**config.mk**
```make
export PLATFORM = sky130hd
export DESIGN_NAME = apb_master_seq_flat
export DESIGN_NICKNAME = d
export VERILOG_FILES = /design/src/rtl/apb_master_seq_if.sv /design/src/rtl/apb_master_seq.sv /design/src/flat_wrapper.sv
export SDC_FILE = /design/constraint.sdc
export NUM_CORES = 1
export LEC_CHECK = 0
export ABC_AREA = 0
export CAP_MARGIN = 40
export CORE_UTILIZATION = 38
export DETAILED_ROUTE_END_ITERATION = 10
export GPL_ROUTABILITY_DRIVEN = 0
export PLACE_DENSITY = 0.89
export SETUP_SLACK_MARGIN = 0.3
export SYNTH_ARGS = -nofsm -noshare
export SYNTH_HDL_FRONTEND = slang
export SYNTH_SLANG_ARGS = --single-unit
```
**constraint.sdc**
```tcl
create_clock -name HCLK -period 2 [get_ports HCLK]
set_input_delay 0.2 -clock HCLK [delete_from_list [all_inputs] [get_ports HCLK]]
set_output_delay 0.2 -clock HCLK [all_outputs]
set_load 0.05 [all_outputs]
```
**src/rtl/apb_master_seq_if.sv**
```systemverilog
`default_nettype none
// ============================================================================
// Module   : apb_master_seq_if
// Purpose  : Request/response and APB bus bundle for apb_master_seq.
//            PREADY exists only when APB_WAIT_EN is defined.
// Revision : 1.0 - initial release
// ============================================================================
interface apb_master_seq_if;
    logic        req_valid;
    logic        req_ready;
    logic        req_write;
    logic [31:0] req_addr;
    logic [31:0] req_wdata;
    logic        rsp_valid;
    logic        rsp_err;
    logic [31:0] rsp_rdata;
    logic [2:0]  PSELx;
    logic        PENABLE;
    logic        PWRITE;
    logic [31:0] PADDR;
    logic [31:0] PWDATA;
    logic [31:0] PRDATA;
`ifdef APB_WAIT_EN
    logic        PREADY;
`endif

    modport master (
        input  req_valid, req_write, req_addr, req_wdata, PRDATA,
`ifdef APB_WAIT_EN
        input  PREADY,
`endif
        output req_ready, rsp_valid, rsp_err, rsp_rdata,
        output PSELx, PENABLE, PWRITE, PADDR, PWDATA
    );

    modport slave (
        output req_valid, req_write, req_addr, req_wdata, PRDATA,
`ifdef APB_WAIT_EN
        output PREADY,
`endif
        input  req_ready, rsp_valid, rsp_err, rsp_rdata,
        input  PSELx, PENABLE, PWRITE, PADDR, PWDATA
    );
endinterface
`default_nettype wire

```
**src/rtl/apb_master_seq.sv**
```systemverilog
`default_nettype none
// ============================================================================
// Module   : apb_master_seq
// Purpose  : Request-driven APB master with 3-slave address decode.
//            Optional APB_WAIT_EN adds PREADY wait states with 16-cycle abort.
// Revision : 1.0 - initial release
// ============================================================================
module apb_master_seq (
    input  wire logic        HCLK,
    input  wire logic        HRESETn,
    apb_master_seq_if.master bus
);
    typedef enum logic [1:0] {
        S_IDLE   = 2'd0,
        S_SETUP  = 2'd1,
        S_ACCESS = 2'd2
    } state_t;

    localparam logic [5:0] C_REGION0 = 6'h20;
    localparam logic [5:0] C_REGION1 = 6'h21;
    localparam logic [5:0] C_REGION2 = 6'h22;

    state_t      r_state;
    logic [2:0]  r_psel;
    logic        r_penable;
    logic        r_pwrite;
    logic [31:0] r_paddr;
    logic [31:0] r_pwdata;
    logic        r_rsp_valid;
    logic        r_rsp_err;
    logic [31:0] r_rsp_rdata;
    // Error response of an unmapped request that arrived alongside a completion
    logic        r_err_pending;

    logic [2:0]  w_dec_sel;
    logic        w_mapped;
    logic        w_complete;
    logic        w_accept;

    always_comb begin
        w_dec_sel = 3'b000;
        case (bus.req_addr[31:26])
            C_REGION0: w_dec_sel = 3'b001;
            C_REGION1: w_dec_sel = 3'b010;
            C_REGION2: w_dec_sel = 3'b100;
            default:   w_dec_sel = 3'b000;
        endcase
    end

    assign w_mapped = |w_dec_sel;

`ifdef APB_WAIT_EN
    logic [3:0] r_wait_cnt;
    logic       w_abort;
    assign w_complete = (r_state == S_ACCESS) && bus.PREADY;
    assign w_abort    = (r_state == S_ACCESS) && !bus.PREADY && (r_wait_cnt == 4'hF);
`else
    assign w_complete = (r_state == S_ACCESS);
`endif

    assign bus.req_ready = HRESETn && ((r_state == S_IDLE) || w_complete);
    assign w_accept      = bus.req_valid && bus.req_ready;

    always_ff @(posedge HCLK) begin
        if (!HRESETn) begin
            r_state       <= S_IDLE;
            r_psel        <= 3'b000;
            r_penable     <= 1'b0;
            r_pwrite      <= 1'b0;
            r_paddr       <= 32'd0;
            r_pwdata      <= 32'd0;
            r_rsp_valid   <= 1'b0;
            r_rsp_err     <= 1'b0;
            r_rsp_rdata   <= 32'd0;
            r_err_pending <= 1'b0;
`ifdef APB_WAIT_EN
            r_wait_cnt    <= 4'd0;
`endif
        end else begin
            r_rsp_valid <= 1'b0;
            r_rsp_err   <= 1'b0;
            r_rsp_rdata <= 32'd0;

            if (w_accept && w_mapped) begin
                r_paddr  <= bus.req_addr;
                r_pwdata <= bus.req_wdata;
                r_pwrite <= bus.req_write;
            end

            case (r_state)
                S_IDLE: begin
                    r_err_pending <= 1'b0;
                    if (r_err_pending) begin
                        r_rsp_valid <= 1'b1;
                        r_rsp_err   <= 1'b1;
                    end
                    if (w_accept) begin
                        if (w_mapped) begin
                            r_state   <= S_SETUP;
                            r_psel    <= w_dec_sel;
                            r_penable <= 1'b0;
                        end else if (r_err_pending) begin
                            // Response slot is taken; defer by one cycle
                            r_err_pending <= 1'b1;
                        end else begin
                            r_rsp_valid <= 1'b1;
                            r_rsp_err   <= 1'b1;
                        end
                    end
                end

                S_SETUP: begin
                    r_state   <= S_ACCESS;
                    r_penable <= 1'b1;
                end

                S_ACCESS: begin
                    if (w_complete) begin
                        r_rsp_valid <= 1'b1;
                        r_rsp_rdata <= r_pwrite ? 32'd0 : bus.PRDATA;
`ifdef APB_WAIT_EN
                        r_wait_cnt  <= 4'd0;
`endif
                        if (w_accept && w_mapped) begin
                            r_state   <= S_SETUP;
                            r_psel    <= w_dec_sel;
                            r_penable <= 1'b0;
                        end else begin
                            r_state       <= S_IDLE;
                            r_psel        <= 3'b000;
                            r_penable     <= 1'b0;
                            r_err_pending <= w_accept;
                        end
                    end
`ifdef APB_WAIT_EN
                    else if (w_abort) begin
                        r_state     <= S_IDLE;
                        r_psel      <= 3'b000;
                        r_penable   <= 1'b0;
                        r_rsp_valid <= 1'b1;
                        r_rsp_err   <= 1'b1;
                        r_wait_cnt  <= 4'd0;
                    end else begin
                        r_wait_cnt <= r_wait_cnt + 4'd1;
                    end
`endif
                end

                default: begin
                    r_state   <= S_IDLE;
                    r_psel    <= 3'b000;
                    r_penable <= 1'b0;
                end
            endcase
        end
    end

    assign bus.PSELx     = r_psel;
    assign bus.PENABLE   = r_penable;
    assign bus.PWRITE    = r_pwrite;
    assign bus.PADDR     = r_paddr;
    assign bus.PWDATA    = r_pwdata;
    assign bus.rsp_valid = r_rsp_valid;
    assign bus.rsp_err   = r_rsp_err;
    assign bus.rsp_rdata = r_rsp_rdata;

endmodule
`default_nettype wire

```
**src/flat_wrapper.sv**
```systemverilog
// flat-port wrapper written by rule: the top's interface ports become plain ports
module apb_master_seq_flat 
  (HCLK, HRESETn, bus_req_valid, bus_req_write, bus_req_addr, bus_req_wdata, bus_PRDATA, bus_req_ready, bus_rsp_valid, bus_rsp_err, bus_rsp_rdata, bus_PSELx, bus_PENABLE, bus_PWRITE, bus_PADDR, bus_PWDATA);
  apb_master_seq_if bus_i ();
  input  wire logic HCLK;
  input  wire logic HRESETn;
  input wire logic [$bits(bus_i.req_valid)-1:0] bus_req_valid;
  input wire logic [$bits(bus_i.req_write)-1:0] bus_req_write;
  input wire logic [$bits(bus_i.req_addr)-1:0] bus_req_addr;
  input wire logic [$bits(bus_i.req_wdata)-1:0] bus_req_wdata;
  input wire logic [$bits(bus_i.PRDATA)-1:0] bus_PRDATA;
  output wire logic [$bits(bus_i.req_ready)-1:0] bus_req_ready;
  output wire logic [$bits(bus_i.rsp_valid)-1:0] bus_rsp_valid;
  output wire logic [$bits(bus_i.rsp_err)-1:0] bus_rsp_err;
  output wire logic [$bits(bus_i.rsp_rdata)-1:0] bus_rsp_rdata;
  output wire logic [$bits(bus_i.PSELx)-1:0] bus_PSELx;
  output wire logic [$bits(bus_i.PENABLE)-1:0] bus_PENABLE;
  output wire logic [$bits(bus_i.PWRITE)-1:0] bus_PWRITE;
  output wire logic [$bits(bus_i.PADDR)-1:0] bus_PADDR;
  output wire logic [$bits(bus_i.PWDATA)-1:0] bus_PWDATA;
  assign bus_i.req_valid = bus_req_valid;
  assign bus_i.req_write = bus_req_write;
  assign bus_i.req_addr = bus_req_addr;
  assign bus_i.req_wdata = bus_req_wdata;
  assign bus_i.PRDATA = bus_PRDATA;
  assign bus_req_ready = bus_i.req_ready;
  assign bus_rsp_valid = bus_i.rsp_valid;
  assign bus_rsp_err = bus_i.rsp_err;
  assign bus_rsp_rdata = bus_i.rsp_rdata;
  assign bus_PSELx = bus_i.PSELx;
  assign bus_PENABLE = bus_i.PENABLE;
  assign bus_PWRITE = bus_i.PWRITE;
  assign bus_PADDR = bus_i.PADDR;
  assign bus_PWDATA = bus_i.PWDATA;
  apb_master_seq u_core (.HCLK(HCLK), .HRESETn(HRESETn), .bus(bus_i));
endmodule
```
Fig. 1: pin placement
Pins as bars across the die edge, other pins in gray.
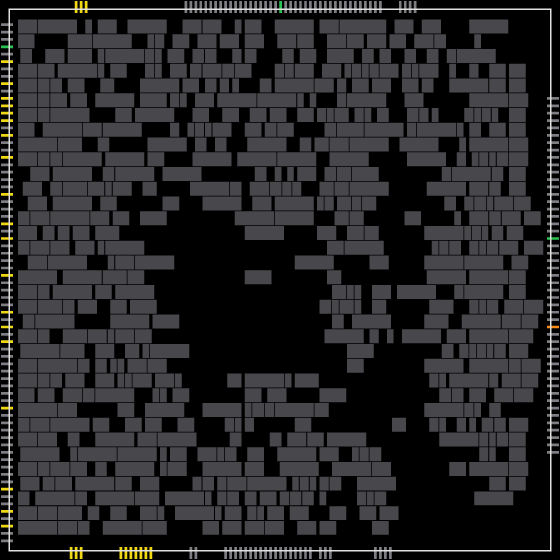
- bus_PSELx: green (pins 3; direction output; edge 1 right, 1 top, 1 left)
- bus_rsp_valid: orange (pins 1; direction output; edge right)
- bus_rsp_rdata: yellow (pins 32; direction output; edge 19 left, 10 bottom, 3 top)

==> results.py <==
# Synthesis and PnR figures
metrics = {
    "finish": {
        "buf_share": 0.3538,
        "finish.cell_count_without_fillers": 714,
        "number_of_clock_tree_buffers_in_the_layout": 11,
        "diodes": 0,
        "sequential_share_of_cell_area": 0.3553,
        "multi_input_gate_count": 245,
    },
    "cts": {
        "numClockSinks": 105,
        "clock_tree.buffer_depth": 2,
    },
    "timing": {
        "timing.max_slew.rel_slack": 0.6051,
        "post-route-min-period_ps": 1630,
        "clock-skew-final_ps": 14.99,
        "maxClockFrequency_ghz": 0.6137,
    },
    "routing": {
        "route.layer.met1.wl_mm": 4.194,
        "routed_wire_length_mm": 10.53,
        "drtIter0Drc": 132,
        "wl_met2_mm": 5.229,
    },
    "hold_path": {
        "min_delay_worst_endpoint": "u_core.bus.PADDR[26]$_SDFFE_PN0N_",
    },
    "critical_path": {
        "critical_path.n_buffers_inverters": 1,
        "rr_startpoint": "u_core.r_state[0]$_SDFFE_PN0P_",
        "timing.critical_path.arrival_ps": 1430,
    },
    "grt": {
        "groute.layer.met2.usage": 0.3665,
        "overflow": 0,
    },
    "synth": {
        "synth.distinct_cells": 32,
        "leading_cell_types_by_count_after_synthesis": "dfxtp_1, nand2_1, nand4_1",
        "net_count_after_synthesis": 488,
    },
    "power_and_ir_drop": {
        "pwr_density_cell_mw_per_mm2": 624.3,
    },
    "floorplan": {
        "tapCellCount": 129,
        "chipWidth_um": 99.62,
        "top_level_i_o_count": 204,
    },
    "place": {
        "place_inst": 698,
    },
    "run_status": {
        "outcome": "finished clean",
    },
}
Fig. 2: gate families picked out
Bar = 20 µm.
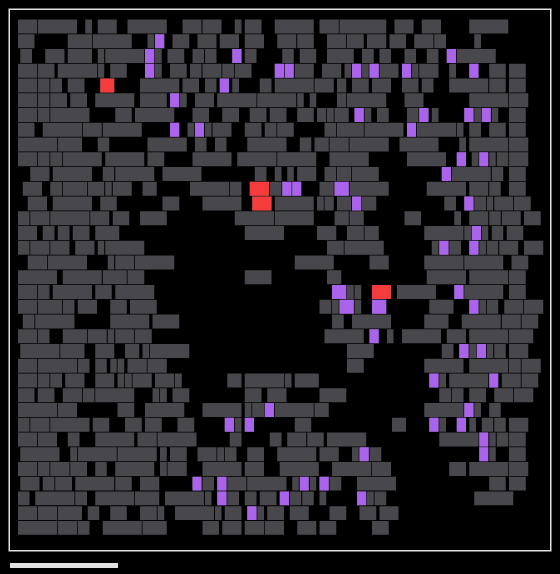
- non-inverting ao/oa cells: red (cells 4; most used o211a_1)
- aoi and oai cells: purple (cells 58; most used o21ai_0)

## power by group
part	switching, µW	internal (µW)
sequential	7.58	2110
combinational	187	220
clock	713	461
## how the worst max path moves through the flow
stage	to	cells after the start	slack [ps]
final	bus_PENABLE	1	370
after floorplan	u_core.bus.rsp_rdata[10]$_SDFF_PP0_	3	480
after global routing	bus_PENABLE	1	300
after global placement	u_core.bus.PSELx[0]$_SDFFE_PN0P_	4	100
after detailed placement	u_core.bus.PWDATA[25]$_SDFFE_PN0N_	6	70
after CTS	bus_rsp_rdata[9]	1	300
## placed cells by master, fill, tap and decap left out, types with 3 or more instances in the layout
master and count:
and2_1 32, clkbuf_8 9, a21oi_1 3, buf_4 9, clkinvlp_4 3, o21ai_1 3, and3_1 4, dlygate4sd2_1 87
dlymetal6s2s_1 15, o21ai_0 48, nor2_1 4, clkdlybuf4s50_1 98, inv_1 3, nand2b_1 3, buf_12 4, nand4_1 50
nand2_1 68, mux2i_1 9, dfxtp_1 105
## state kept, by name, indices dropped and copies added, names as in the netlist
name / cells
u_core.r_err_pending: 1
u_core.bus.rsp_rdata: 32
u_core.r_state: 1
u_core.bus.PWRITE: 1
u_core.bus.rsp_err: 1
u_core.bus.PADDR: 32
u_core.bus.rsp_valid: 1
u_core.bus.PSELx: 3
u_core.bus.PWDATA: 32
u_core.bus.PENABLE: 1
## logic make-up (layout without fill, tap and decap cells)
| group | Yosys count | after routing | synth area share |
|---|---|---|---|
| compound gates | 62 | 62 | 0.09330 |
| flops | 105 | 105 | 0.5805 |
| mux | 9 | 9 | 0.02488 |
| buf+inv | 38 | 235 | 0.04250 |
| simple gates | 174 | 174 | 0.2588 |
## repair_timing
action / 4_1_cts / 5_1_grt
buffers inserted: 0 / 0
setup endpoints to repair: 88 / 16
endpoints found under the hold margin: 0 / 0
gates resized: 88 / 16
Power and IR drop assume default switching activity.
